==> config.mk <==
export PLATFORM = sky130hd
export DESIGN_NAME = button_debounce
export DESIGN_NICKNAME = d
export VERILOG_FILES = /design/src/rtl/button_debounce.sv
export SDC_FILE = /design/constraint.sdc
export NUM_CORES = 1
export LEC_CHECK = 0
export CAP_MARGIN = 10
export CORE_ASPECT_RATIO = 0.7
export CORE_MARGIN = 8
export CORE_UTILIZATION = 60
export DETAILED_ROUTE_END_ITERATION = 10
export GPL_TIMING_DRIVEN = 0
export PLACE_DENSITY = 0.84
export SYNTH_ARGS = -nofsm -noshare
export SYNTH_HDL_FRONTEND = slang
export SYNTH_SLANG_ARGS = --single-unit
==> constraint.sdc <==
create_clock -name clk -period 3.4 [get_ports clk]
set_input_delay 0.51 -clock clk [delete_from_list [all_inputs] [get_ports clk]]
set_output_delay 0.51 -clock clk [all_outputs]
set_load 0.005 [all_outputs]
Fig. 1: run 1, where the registers sit
(4 px per µm) Other sequential cells in the stronger grey, the rest of the logic in the fainter grey.
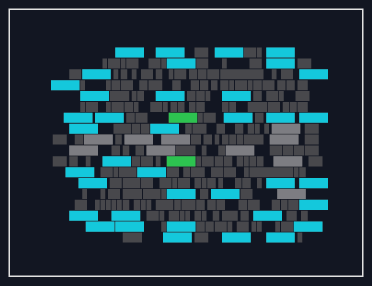
| netlist name | colour | flops |
|---|---|---|
| `cnt_q` | cyan | 38 |
| `pressed` | green | 2 |
sequential portion of the cell area: 0.407
fin util: 0.705
seq pwr: 598 µW

Fig. 2: run 1, wiring heat map
(4 px per µm) 18 x 13 tiles, from dark purple (low) to yellow (high), scaled to the fullest tile. Values are wire area over tile area, all layers added.
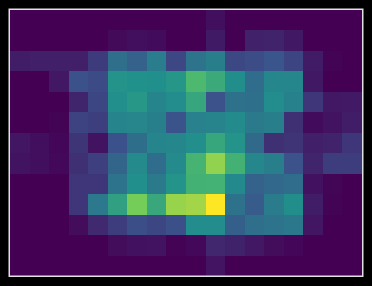
emptiest ninth of the die: south-west
densest ninth of the die: centre
tiles over half the peak: 8.5%
fullest tile: 0.63
vias: 1,772
Total Routing Usage GR: 0.166

Fig. 3: run 1, supply network
(6 px per µm) Pins as bars on the die edge.
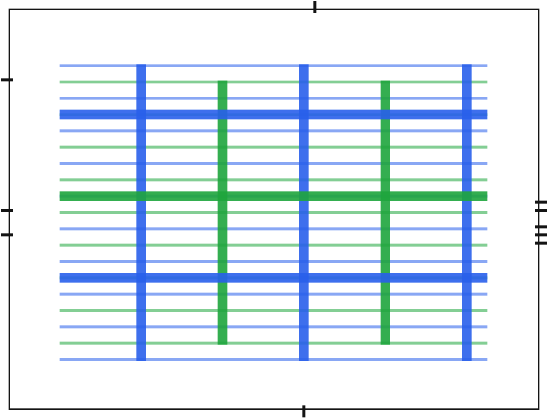
| net | colour |
|---|---|
| VDD | green |
| VSS | blue |
met5 straps: 3
rows: 18
signal pins: 10
Peak supply drop: 0.000236 V
Die Y: 66.4 µm
Die X: 88.0 µm

==> out/results.ini, run 1 <==
[synth]
simple_gate_area_frac=0.312
ys.flops=50
yosys-top-cells-count=50 x dfxtp_1, 36 x nor2_1, 18 x xnor2_1
mux_area_frac=0.00920
synthAdderAreaFrac=0.0115
avgSynthCellArea_um2=9.07
ys_seq_frac=0.460
top_cell_area_share=0.460
yosysUniqueCellTypes=38
most_common_cell=dfxtp_1
syn-num-nets=246
synthArstFlopShare=0
aoi_share=0.0615
top_logic_kind=simple AND/OR/NAND/NOR gates
synth.area.top_cells=dfxtp_1 46%, xnor2_1 7.2%, nor2_1 6.2%
top_area_cell=dfxtp_1

[drt]
highest_layer=met4
antenna_left=0

[status]
status=finished clean

[pwr]
seqPwrFrac=0.526
power.share.clock=0.447
p_per_area_mw_per_mm2=462

[global_routing]
grt_busiest_layer=met1
antenna_found_initial=0

[cts]
htreeDepth=2
clock-sinks=50
post_cts.repair.setup_buffers=0

[setup_path]
cp.arrival_ps=2400
timing.critical_path.cells=ha_1 > and3_1 > clkbuf_1 > nand3_1 > o21ai_1 > buf_2 > nor2_1
cp_top_family=buffers and inverters
critPathBufInv=2
cp_slowest_cell=o21ai_1

[timing]
clock.fmax_mhz=454
whs_ps=418
maxSlewHeadroom=0.631
finalSetupViolCount=0
slew_viol_final=0

[layout]
drive_gt1_frac=0.0898
final_layout_top_logic_cell=dfxtp_1
diodes=0
regArea_mm2=0.00100
largest_reg_flops=38
final_cells=306

[floorplanning]
die-area_mm2=0.00584
core_mm2=0.00349

[placement]
gp_congestion=0.825
hpwl_um=3120

[run 1: through the flow]
step / instance area, µm² / total power, mW
2_1_floorplan: 2180 / 0.626
3_3_place_gp: 2320 / 0.641
3_5_place_dp: 2320 / 0.642
4_1_cts: 2460 / 1.15
5_1_grt: 2460 / 1.17
6_report: 2460 / 1.14
[run 1: cell type report]
cell class	count	area share
Multi-Input combinational cell	174	0.452
Sequential cell	50	0.407
Clock buffer	6	0.0335
Timing Repair Buffer	8	0.0325
Tap cell	50	0.0254
Clock inverter	2	0.0244
Buffer	8	0.0137
Inverter	8	0.0122
[run 1: worst register-to-register path, cell delays in order, from the launching register on]
cell and delay, ps:
dfxtp_1 380, ha_1 210, and3_1 160, clkbuf_1 210, nand3_1 210, o21ai_1 520, buf_2 320, nor2_1 70
==> run 2, diff against run 1 <==
CORE_UTILIZATION = 53   (was 60)
PLACE_DENSITY = 0.79   (was 0.84)
clock period = 1.9 ns   (was 3.4 ns; I/O delays follow)
Fig. 4: run 2, wiring heat map
(4 px per µm) 19 x 14 tiles, from dark purple (low) to yellow (high), scaled to the fullest tile. Values are wire area over tile area, all layers added.
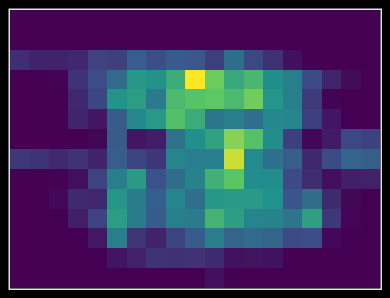
mean over tiles: 0.11
fullest tile: 0.58
densest ninth of the die: centre
nearly empty tiles: 41%
vias: 1,780
wire length per cell: 14.2 µm
Total Routing Usage GR: 0.139
DRT Wirelength: 4370 µm

==> run 2 against run 1 <==
Critical path depth decreased by 2. First-iteration DRC count decreased by 40%. Synthesized cell count unchanged. Highest routed layer unchanged. Clock power increased by 15%. Wire length decreased by 1.8%.
==> out/results.ini, run 2 <==
[cts]
clock-sinks=50
post_cts.repair.setup_buffers=2
htreeDepth=2

[global_routing]
antenna_found_initial=0
grt_pass1_wl_um=7260
grt_busiest_layer=met1

[layout]
drive_gt1_frac=0.121
diodes=0
final_layout_top_logic_cell=dfxtp_1
postLayoutCoreUtil=0.630
final_cells=308
finish.instance_area_mm2=0.00247
largest_reg_flops=38

[drt]
highest_layer=met4

[synth]
syn-num-nets=246
yosys-top-cells-count=50 x dfxtp_1, 36 x nor2_1, 18 x xnor2_1
yosysUniqueCellTypes=38
ys_seq_frac=0.460
ys.flops=50
avgSynthCellArea_um2=9.07
synth.area.top_cells=dfxtp_1 46%, xnor2_1 7.2%, nor2_1 6.2%
top_cell_area_share=0.460
synthArstFlopShare=0
most_common_cell=dfxtp_1
top_area_cell=dfxtp_1

[status]
status=finished clean

[placement]
placed_area_mm2=0.00232
hpwl_um=3080
gp_congestion=0.813

[floorplanning]
die-area_mm2=0.00645
die_w_um=92.6
die_h_um=69.6

[timing]
whs_ps=407
slew_viol_final=0
clock.fmax_mhz=547
fin_setup_tns_ps=0
finalSetupViolCount=0

[setup_path]
cp_top_family=simple AND/OR/NAND/NOR gates
cp.arrival_ps=2070
cp_slowest_cell=or4_1

[pwr]
total_power_mw=1.71
p_per_area_mw_per_mm2=693

-- run 2: power breakdown --
part           leakage, nW  internal [mW]  switching (mW)
clock network       0.0383          0.254           0.330
logic                0.337         0.0320          0.0260
registers            0.406           1.06          0.0107
-- run 2: final cells by class --
class,instances,area [µm²]
Buffer,6,26.3
Clock buffer,7,76.3
Fill cell,327,1450
Inverter,8,30.0
Multi-Input combinational cell,174,1160
Sequential cell,50,1000
Tap cell,52,65.1
Timing Repair Buffer,11,103
-- run 2: cell families after synthesis --
group,synth area share
flip-flops,0.460
multiplexers,0.00920
AND/OR/NAND/NOR,0.312
buffers and inverters,0.0293
AND-OR/OR-AND,0.0615
XOR/XNOR,0.117
adder cells (fa/ha/maj),0.0115
Power and IR drop assume default switching activity.
